### Signal wires by layer, run 1

The bar under the picture is 20 µm long. Only two layers are drawn.
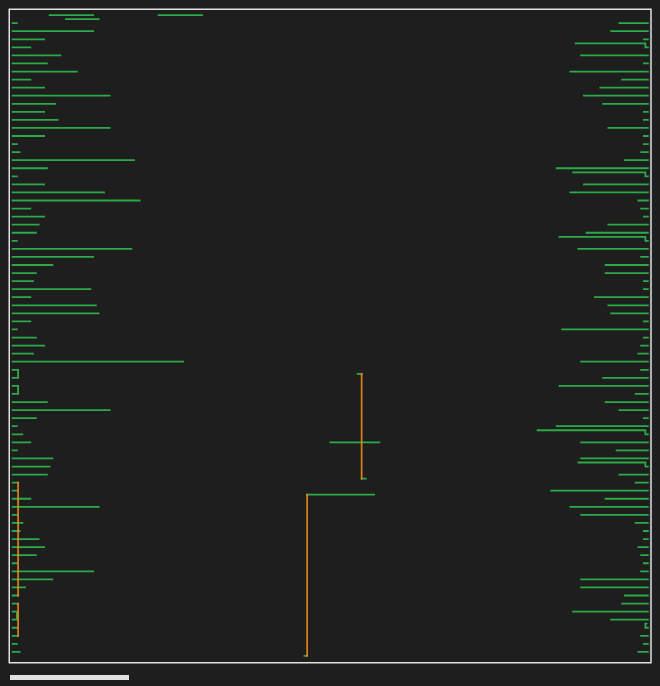
### Zoomed window, run 1

The bar under the picture is 5 µm long. Region (71, 72) to (91, 92) µm. Cells in grey, sequential cells in the stronger grey; small squares are vias.
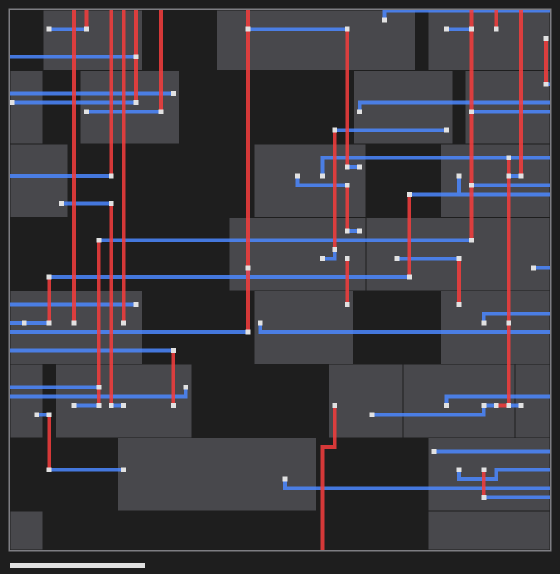
### M1 wires, run 1

The bar under the picture is 20 µm long.
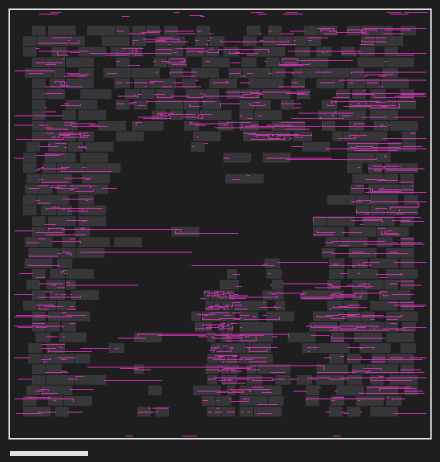
### Wire density map, run 1

22 x 22 tiles, from white (low) to dark blue (high), scaled to the fullest tile. Values are wire area over tile area, all layers added.
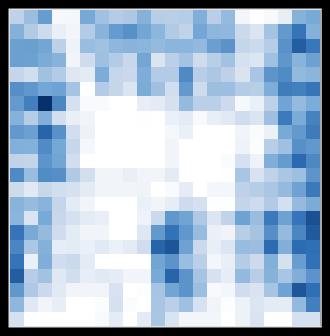
`src/rtl/mem_port_arbiter.sv`:
```
// mem_port_arbiter: round-robin sharing of one mem_* port among NUM_REQ cache clients, one locked transaction at a time.
// Define MEM_PORT_ARB_STATS_EN to add per-requester grant/wait statistics counters and their ports.
module mem_port_arbiter #(
    parameter int NUM_REQ    = 2,
    parameter int ADDR_WIDTH = 32,
    parameter int DATA_WIDTH = 32
) (
    input  logic                          clk,
    input  logic                          rst,
`ifdef MEM_PORT_ARB_STATS_EN
    input  logic                          stat_clr,
    output logic [NUM_REQ*32-1:0]         stat_grants,
    output logic [NUM_REQ*32-1:0]         stat_wait,
`endif
    input  logic [NUM_REQ-1:0]            req_valid,
    input  logic [NUM_REQ-1:0]            req_we,
    input  logic [NUM_REQ*ADDR_WIDTH-1:0] req_addr,
    input  logic [NUM_REQ*DATA_WIDTH-1:0] req_wdata,
    output logic [NUM_REQ-1:0]            req_ready,
    output logic [DATA_WIDTH-1:0]         req_rdata,
    output logic [NUM_REQ-1:0]            grant,
    output logic                          mem_req,
    output logic                          mem_we,
    output logic [ADDR_WIDTH-1:0]         mem_addr,
    output logic [DATA_WIDTH-1:0]         mem_wdata,
    input  logic                          mem_ready,
    input  logic [DATA_WIDTH-1:0]         mem_rdata
);

    // Handshake: a requester holds req_valid and its fields stable until req_ready pulses
    // (transaction done) or it withdraws req_valid (abort); mem_ready is a single-cycle
    // completion strobe that is only honoured while a grant is held.

    localparam int IDX_W = (NUM_REQ > 1) ? $clog2(NUM_REQ) : 1;

    typedef enum logic {
        IDLE = 1'b0,
        BUSY = 1'b1
    } state_t;

    state_t               state;
    state_t               state_next;
    logic [NUM_REQ-1:0]   grant_q;
    logic [NUM_REQ-1:0]   grant_next;
    logic [IDX_W-1:0]     gidx_q;
    logic [IDX_W-1:0]     gidx_next;
    logic [IDX_W-1:0]     rr_ptr_q;
    logic [IDX_W-1:0]     rr_ptr_next;
    logic [IDX_W-1:0]     rr_inc;

    logic [IDX_W-1:0]     pick_idx;
    logic [IDX_W-1:0]     hi_idx;
    logic [IDX_W-1:0]     lo_idx;
    logic                 hi_found;

    logic                 busy;
    logic                 g_valid;
    logic                 g_we;
    logic [ADDR_WIDTH-1:0] g_addr;
    logic [DATA_WIDTH-1:0] g_wdata;

    assign busy = (state == BUSY);

    // Round-robin pick: lowest requester at or above rr_ptr, else lowest overall (wrap).
    always_comb begin
        hi_idx   = '0;
        lo_idx   = '0;
        hi_found = 1'b0;
        for (int i = NUM_REQ - 1; i >= 0; i--) begin
            if (req_valid[i]) begin
                lo_idx = IDX_W'(i);
                if (IDX_W'(i) >= rr_ptr_q) begin
                    hi_idx   = IDX_W'(i);
                    hi_found = 1'b1;
                end
            end
        end
        pick_idx = hi_found ? hi_idx : lo_idx;
    end

    always_comb begin
        g_valid = 1'b0;
        g_we    = 1'b0;
        g_addr  = '0;
        g_wdata = '0;
        for (int i = 0; i < NUM_REQ; i++) begin
            if (gidx_q == IDX_W'(i)) begin
                g_valid = req_valid[i];
                g_we    = req_we[i];
                g_addr  = req_addr[i*ADDR_WIDTH +: ADDR_WIDTH];
                g_wdata = req_wdata[i*DATA_WIDTH +: DATA_WIDTH];
            end
        end
    end

    assign rr_inc = (gidx_q == IDX_W'(NUM_REQ - 1)) ? '0 : gidx_q + IDX_W'(1);

    always_comb begin
        state_next  = state;
        grant_next  = grant_q;
        gidx_next   = gidx_q;
        rr_ptr_next = rr_ptr_q;
        case (state)
            IDLE: begin
                if (|req_valid) begin
                    state_next = BUSY;
                    gidx_next  = pick_idx;
                    grant_next = NUM_REQ'(1) << pick_idx;
                end
            end
            BUSY: begin
                // Completion and abort both release the port and move the pointer past g.
                if (mem_ready || !g_valid) begin
                    state_next  = IDLE;
                    grant_next  = '0;
                    rr_ptr_next = rr_inc;
                end
            end
            default: begin
                state_next = IDLE;
                grant_next = '0;
            end
        endcase
    end

    always_ff @(posedge clk) begin
        if (rst) begin
            state    <= IDLE;
            grant_q  <= '0;
            gidx_q   <= '0;
            rr_ptr_q <= '0;
        end else begin
            state    <= state_next;
            grant_q  <= grant_next;
            gidx_q   <= gidx_next;
            rr_ptr_q <= rr_ptr_next;
        end
    end

    assign grant     = grant_q;
    assign mem_req   = busy & (g_valid | mem_ready);
    assign mem_we    = busy & g_we;
    assign mem_addr  = busy ? g_addr : '0;
    assign mem_wdata = busy ? g_wdata : '0;
    assign req_ready = busy ? (grant_q & {NUM_REQ{mem_ready}}) : '0;
    assign req_rdata = mem_rdata;

`ifdef MEM_PORT_ARB_STATS_EN
    logic [31:0] grants_cnt [NUM_REQ];
    logic [31:0] wait_cnt   [NUM_REQ];

    always_ff @(posedge clk) begin
        for (int i = 0; i < NUM_REQ; i++) begin
            if (rst || stat_clr) begin
                grants_cnt[i] <= '0;
                wait_cnt[i]   <= '0;
            end else begin
                if (busy && mem_ready && grant_q[i] && (grants_cnt[i] != 32'hFFFF_FFFF))
                    grants_cnt[i] <= grants_cnt[i] + 32'd1;
                if (req_valid[i] && !grant_q[i] && (wait_cnt[i] != 32'hFFFF_FFFF))
                    wait_cnt[i] <= wait_cnt[i] + 32'd1;
            end
        end
    end

    for (genvar i = 0; i < NUM_REQ; i++) begin : g_stat_pack
        assign stat_grants[i*32 +: 32] = grants_cnt[i];
        assign stat_wait[i*32 +: 32]   = wait_cnt[i];
    end
`endif

endmodule
```
`config.mk`:
```
export PLATFORM = sky130hd
export DESIGN_NAME = mem_port_arbiter
export DESIGN_NICKNAME = d
export VERILOG_FILES = /design/src/rtl/mem_port_arbiter.sv
export SDC_FILE = /design/constraint.sdc
export NUM_CORES = 1
export LEC_CHECK = 0
export CAP_MARGIN = 20
export CORE_AREA = 3 3 105 107
export DETAILED_ROUTE_END_ITERATION = 10
export DIE_AREA = 0 0 108 110
export PLACE_DENSITY = 0.63
export SKIP_LAST_GASP = 1
export SLEW_MARGIN = 20
export SYNTH_ARGS = -nofsm -noshare
export SYNTH_HDL_FRONTEND = slang
export SYNTH_SLANG_ARGS = --single-unit
```
`constraint.sdc`:
```
create_clock -name clk -period 1.4 [get_ports clk]
set_input_delay 0.35 -clock clk [delete_from_list [all_inputs] [get_ports clk]]
set_output_delay 0.35 -clock clk [all_outputs]
set_load 0.1 [all_outputs]
```
==> Changelog: implementation, run 1 <==
### Metrics

- Fraction of registers with async set/reset: 0%
- Crit path to: mem_addr[29]
- Basic Gates by Area: roughly a quarter
- WL met3: a little under 1 mm
- Hold Fails Final Rpt: 0
- Crit end category: output pin
- Status: complete, but fails checks
- Setup Viol. Count Final: around 70
- WP depth: 5
- Worst hold slack: about 0.52 ns
- RSZ-0062 raised after global routing: true
- Final Skew: 0.00165 ns
- Critical Path Max Stage Delay: roughly 0.36 ns
- GP Congestion: ~0.77
- Final instance area: about 0.0057 mm²
- Logic gate share of total power: 87.9%
- # Cells Yosys: 211
- YS chip area: 0.00151 mm²
- Synth cell count leaders: nor2_1, mux2i_1, buf_4
- Ports: around 270
- Max Slew Vio Count: 0
- Setup TNS: -23.44 ns
- Routed Antenna Nets: 0
- Vias: between 2000 and 2500
- Worst-Margin Slew: 0.251 ns
- R2r endpoint: grant[0]$_SDFFE_PP0P_
- P_comb: between 3000 and 4000 µW
- Die x size: approximately 110 µm
- Failing checks: setup timing
- Count leader, synth: nor2_1
- First-pass GRT wire length: between 10 and 15 mm
- CP delay by family, top: buffers and inverters
- Clk_lat worst skew: 0.22 ns
- Max rail drop VDD: between 0.3 and 0.4 mV
- R2R setup slack: -0.11 ns
- Synth Net Count: between 300 and 400
- Met2 usage: roughly 24%
- CP bufs+invs: 3
- Commonest flop: dfxtp_1
- Tmin final: roughly 1.8 ns
- Synth Register Bits: 5
- DIE HEIGHT: around 110 µm
- DP Area: between 0.004 and 0.005 mm²
- Worst slew margin: between 80% and 90%
- CP arrival: roughly 1.5 ns
- Initial antenna violation count: 0
- Synth Seq Share: under 10%
- Internal Pwr Total: roughly 1700 µW
- Hold-critical path endpoint: rr_ptr_q$_SDFFE_PP0P_
- Hold crit path type: reg2reg
- Synth-to-Final Area Change: 276%
- EDFF count, synth: 0
- Mux share: between 40 and 50%
- Met1 wire length: between 3 and 4 mm
- Routed WL: just over 9 mm
- Routed length on met2: around 5 mm
- Most used cell along the critical path: buf_12
- # DRC: 0
- # fillers: 833
- Hold path start: rr_ptr_q$_SDFFE_PP0P_
- Clk pwr share: between 7 and 8%
- Power per cell area: roughly 630 mW/mm²
- Worst path slowest cell: dfxtp_4
- Reg power frac: about 4.8%
- Cell type with the largest total area: mux2i_1
- DP HPWL: 7.23 mm
- Vias in the first global route: between 2000 and 2500
- Post-synth top area share: ~43%
- P_leak: 0.00194 µW
- Iter 0 DRT Violations: between 40 and 50
- Layout cells sized above 1: ~60%
- Synth top area cells: mux2i_1, nor2_1, buf_4
- WS Path Type: reg2out
- Top cells excl fill/tap: clkdlybuf4s50_1, buf_12, nor2_4
- Largest logic family: multiplexers
- CTS root buf: clkbuf_8
- Main power group: combinational logic
- # H-tree levels: 1
- Final period utilization: 130%
- Rows: 37
- Total GRT Usage: approximately an eighth
- Sequence of cells on the critical path: buf_12, clkbuf_16, mux2i_2, nor2_4, buf_12
- PortBufs: approximately 200
- Hold path depth: 2
- Finished Core Util: a little under three fifths
- Clock group: about 260 µW
- Nets: approximately 570
- CP required: 1.05 ns
- Congestion Overflow GR: 0
- Mapped Area: between 0.0015 and 0.002 mm²
- Clock slew at reported path FFs: ~0.040 ns
- OpenROAD warnings: 29
- Clock sinks: 5
- Most used routing layer: met2
- Mean Syn Cell Area: around 7 µm²
- Most numerous logic cell after layout: clkdlybuf4s50_1
- Met3 Track Usage GR: approximately 4.3%
- Synth warn: 0
- CP Launch Point: gidx_q$_SDFFE_PP0P_
- Max Fclk: approximately 550 MHz
- Avg WL per Cell: between 15 and 20 µm
- Number of buffers created by CTS: 3
- Seq group: about 170 µW
- Init Core Util: between 10% and 20%
- XOR/XNOR Area Share: 0%
- Vias per cell: 4.24
- Worst Setup Start Kind: flop
- Cts hold-fix bufs: 0
- Chip area: about 0.012 mm²
- N_diodes: 0
- Syn Inst Count: 211
- Worst setup margin: -0.423 ns
- Core area: ~0.010 mm²
- Sw Ratio: between 50% and 60%
- Max_cap viols: 0
- Adder share: 0%
- Compound Share, Synth: under 10%
- Met1 Use GR: around 14%
- Clock buffer depth: 2
- CP max FO: 13
- Reg2Reg Depth: 5
- Top sig layer: met4
- Distinct lib cells: 20
- Placed cell count: 528
- Cell Count, Final, Fillers Out: about 540
- Worst reg2reg path startpoint: gidx_q$_SDFFE_PP0P_
- DR pass1 iterations: 4
- CTS tree: yes
- Largest net degree at the start of global routing: 27
- Pwr Total: ~3600 µW
- NetSw: roughly 1800 µW
- DP Worst Slack: -0.407 ns
-- 'Signal wires by layer' (at the start) --
- orange: M4 (wire length 69.4 µm)
- green: M3 (wire length 996 µm)

-- 'Zoomed window' (at the start) --
- red: M2
- blue: M1
- most frequent: clkdlybuf4s50_1 (6), mux2i_2 (5), buf_12 (4)
- sequential cells in the window: 0
- cells with their middle in the window: 20

-- 'M1 wires' (at the start) --
- wire length on this layer: 3250 µm
- main direction: horizontal
- nets with wire on the layer: 446
- longest straight run: 42.1 µm

-- 'Wire density map' (at the start) --
- densest ninth of the die: upper right
- mean over tiles: 0.13
- tiles over half the peak: 20%
- nearly empty tiles: 15%
- emptiest ninth of the die: centre
- fullest tile: 0.45

-- run 1: what timing repair did --
action / 4_1_cts / 5_1_grt
setup endpoints to repair: 70 / 71
setup buffers: 3 / 3
resized: 58 / 55
cloned: 0 / 3
pin swaps: 0 / 16
-- run 1: cell type report --
class	instances	area, µm²	area share [%]
inverter	1	8.76	0.155
sequential	5	115	2.03
timing repair buffer	237	3200	56.4
tap	136	170	3.00
multi-input combinational	158	2130	37.6
clock buffer	4	45.0	0.795
-- run 1: sequential cells by signal (all words and copies together), names as in the netlist --
signal	flops
grant	2
gidx_q	1
busy	1
rr_ptr_q	1
-- run 1: worst register-to-register path, stage by stage, from the launching register on --
cell     delay (ns)
dfxtp_4        0.35
buf_12         0.14
buf_4          0.13
mux2_4         0.31
nor4b_4        0.14
a221o_1        0.31
==> run 2: changes to the inputs <==
- HOLD_SLACK_MARGIN: unset -> 0.08
==> run 2 against run 1 <==
The flow still finishes with violations (setup timing). Via count unchanged. Flip-flop count did not move. Worst setup slack unchanged. Largest power group unchanged. Highest routed layer unchanged.
==> Changelog: implementation, run 2 <==
### Metrics

- Status: complete, but fails checks
- Failing checks: setup timing
- CLK BUF: 4
- Hold-critical path endpoint: rr_ptr_q$_SDFFE_PP0P_
- First-pass GRT wire length: roughly 12 mm
- # H-tree levels: 1
- Routed length on met2: ~5 mm
- Synth Register Bits: 5
- Leading cell kind: buffers
- Chip area: 0.0119 mm²
- Vias per cell: 4.24
- Hold Fails Final Rpt: 0
- Clock-cell share: 0.795%
- Taps Inserted: 136
- Max Slew Vio Count: 0
- Basic Gates by Area: between 20% and 30%
- Ports: ~270
- Worst-Margin Slew: between 0.2 and 0.3 ns
- Rows: 37
- Synth top area cells: mux2i_1, nor2_1, buf_4
- Mapped Area: between 0.0015 and 0.002 mm²
- Clk_lat worst skew: 0.22 ns
- Largest net degree at the start of global routing: 27
- Sequential share of cell area: around 2%
- Top cells excl fill/tap: clkdlybuf4s50_1, buf_12, nor2_4
- WS Path Type: reg2out
- Synth warn: 0
- Most numerous logic cell after layout: clkdlybuf4s50_1
- Count leader, synth: nor2_1
- Reg power frac: 4.8%
- Die x size: approximately 110 µm
- Power per cell area: approximately 630 mW/mm²
- CP Launch Point: gidx_q$_SDFFE_PP0P_
- Clock group: roughly 260 µW
- Layout cells sized above 1: 59.8%
- Combinational Area: between 0.002 and 0.0025 mm²
- Mean Syn Cell Area: between 7 and 8 µm²
- Met1 wire length: 3.25 mm
- DIE HEIGHT: between 100 and 150 µm
- Routed WL: 9.33 mm
- Hold path start: rr_ptr_q$_SDFFE_PP0P_
- CTS tree: yes
- XOR/XNOR Area Share: 0%
- Clock buffer depth: 2
- Placed cell count: about 530
- Logic gate share of total power: 87.9%
- RSZ-0062 raised after global routing: true
- CP required: between 1 and 1.5 ns
- Flop count: 5
- Seq group: 170 µW
- Hold path depth: 2
- Clock slew at reported path FFs: ~0.04 ns
- Congestion Overflow GR: 0
- Cell Count, Final, Fillers Out: 541
- Distinct lib cells: 20
- Storage cell area: roughly 120 µm²
- Clock sinks: 5
- N_diodes: 0
- Largest logic family: multiplexers
- Setup Viol. Count Final: 68
- Max_cap viols: 0
- R2r endpoint: grant[0]$_SDFFE_PP0P_
- Tmin final: 1.82 ns
- Sw Ratio: between 50% and 60%
- Post-CTS setup buffers: 3
- Top sig layer: met4
- Logic share of the area: 37.6%
- WL met3: 995 µm
- OpenROAD warnings: 29
- Met1 Use GR: 13.5%
- Most used routing layer: met2
- Syn Inst Count: between 200 and 250
- Clk pwr share: between 7 and 8%
- Worst setup margin: -0.423 ns
- Resized cells post-CTS: a little under 60
- GP Congestion: approximately 0.77
- Init Core Util: ~15%
- Final Skew: around 0.0017 ns
- Synth Net Count: about 380
- Crit path to: mem_addr[29]
- Worst reg2reg path startpoint: gidx_q$_SDFFE_PP0P_
- NetSw: about 1800 µW
- Total GRT Usage: about 13%
- Nets: approximately 570
- R2R setup slack: -0.11 ns
- Synth cell count leaders: nor2_1, mux2i_1, buf_4
- Main power group: combinational logic
- CP arrival: approximately 1.5 ns
- Worst Setup Start Kind: flop
- Cts hold-fix bufs: 0
==> run 2: cell counts after synthesis <==
No cell type changed its count.
==> run 2: per-stage QoR <==
step | utilization (%) | power [µW] | setup TNS [ns] | area [µm²] | setup slack, ns
2_1_floorplan | - | 2220 | -17.31 | 2100 | -0.293
3_3_place_gp | 48.0 | 2930 | -14.04 | 4910 | -0.422
3_5_place_dp | 48.0 | 2960 | -14.79 | 4910 | -0.407
4_1_cts | 51.0 | 3370 | -26.77 | 5220 | -0.439
5_1_grt | 55.4 | 3700 | -26.52 | 5670 | -0.474
6_report | 55.4 | 3580 | -23.44 | 5670 | -0.423
==> run 2: critical path: stages, from the launching register on <==
cell and delay (ns):
dfxtp_4 0.36, buf_12 0.13, clkbuf_16 0.20, mux2i_2 0.30
nor2_4 0.07, buf_12 0.17
### Signal wires by layer, run 2

The bar under the picture is 20 µm long. Only two layers are drawn.
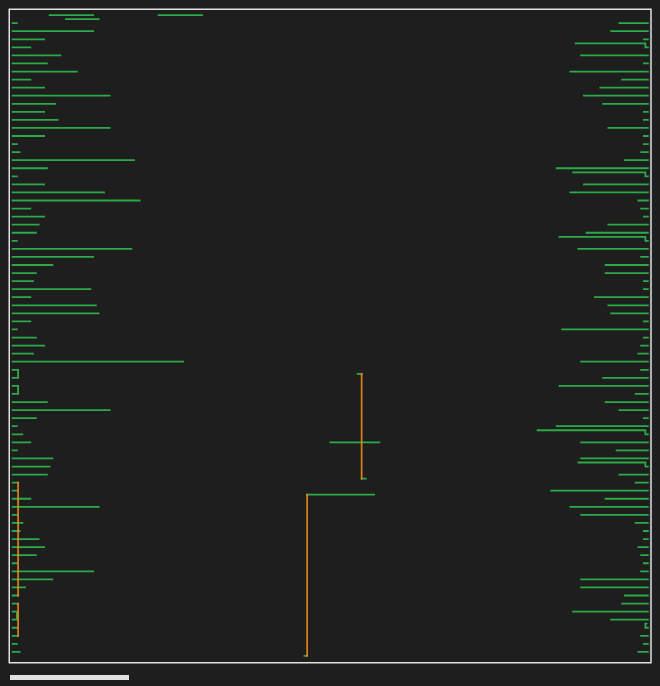
- orange: M4 (wire length 69.4 µm)
- green: M3 (wire length 996 µm)

### M1 wires, run 2

The bar under the picture is 20 µm long.
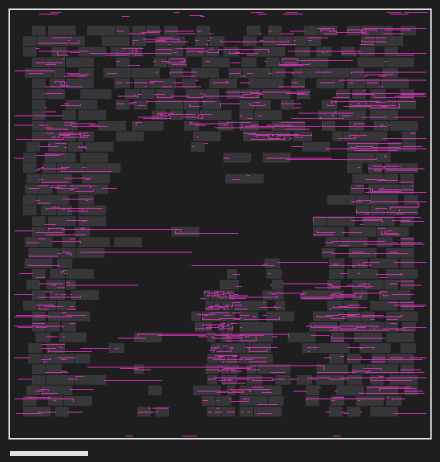
- share of all routed wire: 35%
- nets with wire on the layer: 446
- main direction: horizontal

Power and IR drop assume default switching activity.
